## src/rtl/ctrl_decode_pipe.sv

```systemverilog
// ctrl_decode_pipe: ID decode into ID/EX register with load-use stall, redirect flush and syscall drain FSM (CTRL_BRANCH_DELAY_EN keeps delay slot on redirect)
module ctrl_decode_pipe #(
  parameter int ALUOP_W = 3,
  parameter int REG_W = 5,
  parameter int DRAIN_CYCLES = 3
) (
  input  logic               clk,
  input  logic               rst,
  input  logic               in_valid,
  input  logic [31:0]        instr,
  input  logic               redirect,
  input  logic               syscall_done,
  output logic               stall,
  output logic               ex_valid,
  output logic               ex_regDst,
  output logic               ex_jump,
  output logic               ex_jal,
  output logic               ex_jumpRegister,
  output logic               ex_branch,
  output logic               ex_memRead,
  output logic               ex_memToReg,
  output logic               ex_memWrite,
  output logic               ex_aluSrc,
  output logic               ex_regWrite,
  output logic [ALUOP_W-1:0] ex_aluOp,
  output logic [REG_W-1:0]   ex_rs,
  output logic [REG_W-1:0]   ex_rt,
  output logic [REG_W-1:0]   ex_rd,
  output logic               syscall_req
);
  typedef enum logic [1:0] {RUN, DRAIN, WAIT} state_t;
  state_t state, state_nx;
  logic [3:0] cnt, cnt_nx;
  logic [5:0] op, fn;
  logic special, jr, sys, beq, bne, addi, addiu, ori, lw, sw;
  logic busy, load_use, kill;
  logic [2:0] aluop;
  logic [9:0] ctl;
  logic [REG_W-1:0] rs, rt, rd;
  logic unused_ok;
`ifdef CTRL_BRANCH_DELAY_EN
  assign unused_ok = ^{instr[10:6], redirect};
`else
  assign unused_ok = ^instr[10:6];
`endif
  assign syscall_req = state == WAIT;
  always_comb begin
    op = instr[31:26];
    fn = instr[5:0];
    special = op == 6'h00;
    jr = special & (fn == 6'h08);
    sys = special & (fn == 6'h0c);
    beq = op == 6'h04;
    bne = op == 6'h05;
    addi = op == 6'h08;
    addiu = op == 6'h09;
    ori = op == 6'h0d;
    lw = op == 6'h23;
    sw = op == 6'h2b;
    rs = REG_W'(instr[25:21]);
    rt = REG_W'(instr[20:16]);
    rd = REG_W'(instr[15:11]);
    aluop = special ? (fn == 6'h24 ? 3'b000 : fn == 6'h25 ? 3'b001 : fn == 6'h20 ? 3'b010 : fn == 6'h22 ? 3'b110 : 3'b111)
          : ori ? 3'b001 : (addi | addiu | lw | sw) ? 3'b010 : (beq | bne) ? 3'b110 : 3'b111;
    ctl = {special, (op == 6'h02) | (op == 6'h03) | jr, op == 6'h03, jr, beq | bne, lw, lw, sw,
           addi | addiu | ori | lw | sw, (special & ~jr & ~sys) | addi | addiu | ori | lw};
    busy = state != RUN;
    load_use = ex_valid & ex_memRead & (ex_rt != '0) & in_valid &
               ((ex_rt == rs) | ((ex_rt == rt) & (special | beq | bne | sw)));
    stall = busy | load_use;
`ifdef CTRL_BRANCH_DELAY_EN
    kill = stall;
`else
    kill = stall | (redirect & ~busy);
`endif
    state_nx = state == RUN ? ((~kill & in_valid & sys) ? DRAIN : RUN)
             : state == DRAIN ? ((cnt == 4'(DRAIN_CYCLES)) ? WAIT : DRAIN)
             : (syscall_done ? RUN : WAIT);
    cnt_nx = state == DRAIN ? cnt + 4'd1 : 4'd0;
  end
  always_ff @(posedge clk) begin
    if (rst) begin
      state <= RUN;
      cnt <= '0;
      ex_valid <= 1'b0;
      {ex_regDst, ex_jump, ex_jal, ex_jumpRegister, ex_branch, ex_memRead, ex_memToReg, ex_memWrite, ex_aluSrc, ex_regWrite} <= '0;
      ex_aluOp <= '0;
      ex_rs <= '0;
      ex_rt <= '0;
      ex_rd <= '0;
    end else begin
      state <= state_nx;
      cnt <= cnt_nx;
      ex_valid <= ~kill & in_valid;
      {ex_regDst, ex_jump, ex_jal, ex_jumpRegister, ex_branch, ex_memRead, ex_memToReg, ex_memWrite, ex_aluSrc, ex_regWrite} <= kill ? '0 : ctl;
      ex_aluOp <= kill ? '0 : ALUOP_W'(aluop);
      if (!kill) begin
        ex_rs <= rs;
        ex_rt <= rt;
        ex_rd <= rd;
      end
    end
  end
endmodule

```

## config.mk

```make
export PLATFORM = sky130hd
export DESIGN_NAME = ctrl_decode_pipe
export DESIGN_NICKNAME = d
export VERILOG_FILES = /design/src/rtl/ctrl_decode_pipe.sv
export SDC_FILE = /design/constraint.sdc
export NUM_CORES = 1
export LEC_CHECK = 0
export ABC_CLOCK_PERIOD_IN_PS = 4600
export CORE_MARGIN = 2
export CORE_UTILIZATION = 34
export CTS_CLUSTER_SIZE = 14
export DETAILED_ROUTE_END_ITERATION = 16
export DONT_BUFFER_PORTS = 1
export PLACE_DENSITY = 0.56
export SLEW_MARGIN = 20
export SYNTH_ARGS = -nofsm -noshare
export SYNTH_HDL_FRONTEND = slang
export SYNTH_SLANG_ARGS = --single-unit
```

## constraint.sdc

```tcl
create_clock -name clk -period 4.6 [get_ports clk]
set_clock_uncertainty 0.15 [all_clocks]
set_input_delay 0.92 -clock clk [delete_from_list [all_inputs] [get_ports clk]]
set_output_delay 0.92 -clock clk [all_outputs]
set_load 0.005 [all_outputs]
```

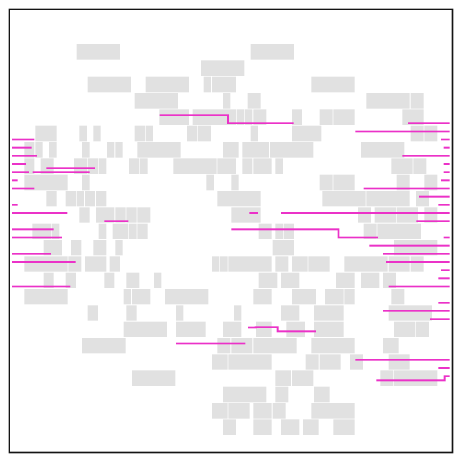
**Above:** M3 wires.
Drawn at 6 px/um. Cells faint in the background.
main direction: horizontal
wire length on this layer: 344 um
longest straight run: 27.8 um

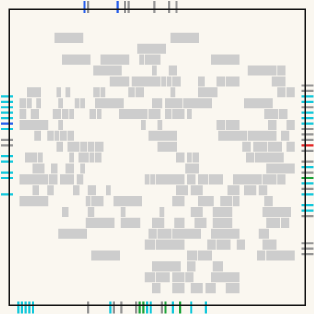
**Above:** pin map.
Drawn at 4 px/um. Pins as bars across the die edge, other pins in grey.
| port | colour | pins | direction | edge |
|---|---|---|---|---|
| ex_aluOp | blue | 3 | output | 2 north, 1 west |
| instr | cyan | 32 | input | 11 west, 11 south, 10 east |
| ex_rt | green | 5 | output | 4 south, 1 east |
| redirect | red | 1 | input | east |
all pins by edge: 26 east, 20 south, 14 west, 8 north

==> qor.yml <==
sta:
  worstMarginPinSlew_ns: 0.897
  maxSlewViolCount: 0
  hold_violations: 0
  fin_crit_sh: 0.625
  finalSetupViolCount: 0
  period_minus_slack_ns: 2.87
  max_freq_mhz: 348
  holdWs_ns: 0.301
layout:
  layout.nonclk_buf_frac: 0
  final_cell_mix: "dfxtp_1 (34), nand2b_1 (25), nor2_1 (18)"
  buffers: 0
  largest_registers: "ex_rd x5, ex_rs x5, ex_rt x5"
  clock_buffers: 7
  layout_top_cell: "dfxtp_1"
  final_cell_area_mm2: 0.00173
  layout-drive-gt1-share: 0.0559
  nFlopsAndLatches: 34
  layout.non_clock_inverters: 4
  largestClassByArea: "logic gates"
  fin_util: 0.369
  seq_share: 0.393
  comb_area_frac: 0.507
  finalNonFillerCells: 233
grt:
  grt_usage: 0.142
  overflow: 0
  grt_pass1_vias: 1193
clock_tree:
  postCtsSetupRepairBufs: 0
  cts.clk_slew.worst_paths_ns: 0.07
  cts_buffers: 5
  clock-sinks: 34
  clockBufferDepth: 2
drt:
  m1WireLength_mm: 1.60
  drt-total-wl_mm: 3.56
  wl_per_cell_um: 15.3
  vias: 1218
  wl_met3_um: 343
  drtAntennaViolNets: 0
  drt_iter0_drc: 61
  drc: 0
  met2_length_mm: 1.56
  dr.pass1.iters: 4
outcome:
  status: "complete, no violations"
place:
  portBuffers: 0
  post_dp_cell_area_mm2: 0.00164
  post-dp-hpwl_mm: 2.60
  place_inst: 225
die:
  die_w_um: 73.6
  die_y_um: 73.6
  ioPinCount: 68
  well_tap_count: 54
  initCoreUtil: 0.351
  die_area_mm2: 0.00542
  core_mm2: 0.00469
synthesis:
  synth.distinct_cells: 36
  netlist_area_mm2: 0.00165
  ys_sh_aoi: 0.0585
  top_cells_by_count: "dfxtp_1 (34), nand2b_1 (25), nor2_1 (18)"
  syn_nets: 220
  syn_avg_cell_area_um2: 9.05
  most_common_cell: "dfxtp_1"
  ys_ff: 34
  edf_count: 0
  synthTopCellsByArea: "dfxtp_1 (41%), nand2b_1 (9.5%), mux2i_1 (9.1%)"
  ys_seq_frac: 0.413
  simple_gate_area_frac: 0.300
  yosys.area_share.adder: 0.00759
  top_area_frac: 0.413
  synthTopLogicFamily: "simple AND/OR/NAND/NOR gates"
pwr:
  leakage_nw: 0.677
  clockPowerShare: 0.386
  pwr-share-seq: 0.540
  power.internal_mw: 0.450
  peakVddDrop_mv: 0.103
  swShare: 0.230
worst_setup_path:
  cp_data_required_time_ns: 3.53
  max_stage_delay_ns: 0.53
  start_kind: "input port"
  worstPathCellList: "xnor2_1 > nand3_1 > or4_4 > nand3_1"
  path_max_fanout: 3
  path_common_cell: "nand3_1"
min_path:
  hold_class: "reg2reg"
run:
  drv_cap: 0
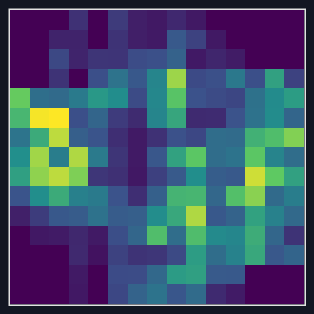
**Above:** wiring heat map.
Drawn at 4 px/um. 15 x 15 tiles, from dark purple (low) to yellow (high), scaled to the fullest tile. Values are wire area over tile area, all layers added.
densest ninth of the die: west
fullest tile: 0.37
nearly empty tiles: 19%

## worst paths after layout
path	startpoint	slack [ns]	depth (start not counted)	endpoint
worst max register to register	ex_rt[0]$_SDFFE_PP0N_	1.94	5	ex_rt[2]$_SDFFE_PP0N_
worst min-delay path	cnt[0]$_SDFF_PP0_	0.30	1	cnt[0]$_SDFF_PP0_
worst min register to register	cnt[0]$_SDFF_PP0_	0.30	1	cnt[0]$_SDFF_PP0_
worst max-delay path	instr[24]	1.73	4	stall
## power by group through the flow
stage | Sequential [mW] | Combinational, mW | Clock (mW)
floorplan | 0.319 | 0.0472 | 0
global placement | 0.323 | 0.0429 | 0
detailed placement | 0.323 | 0.0436 | 0
CTS | 0.316 | 0.0440 | 0.238
global route | 0.317 | 0.0491 | 0.253
finish | 0.316 | 0.0431 | 0.226
Power and IR drop assume default switching activity.
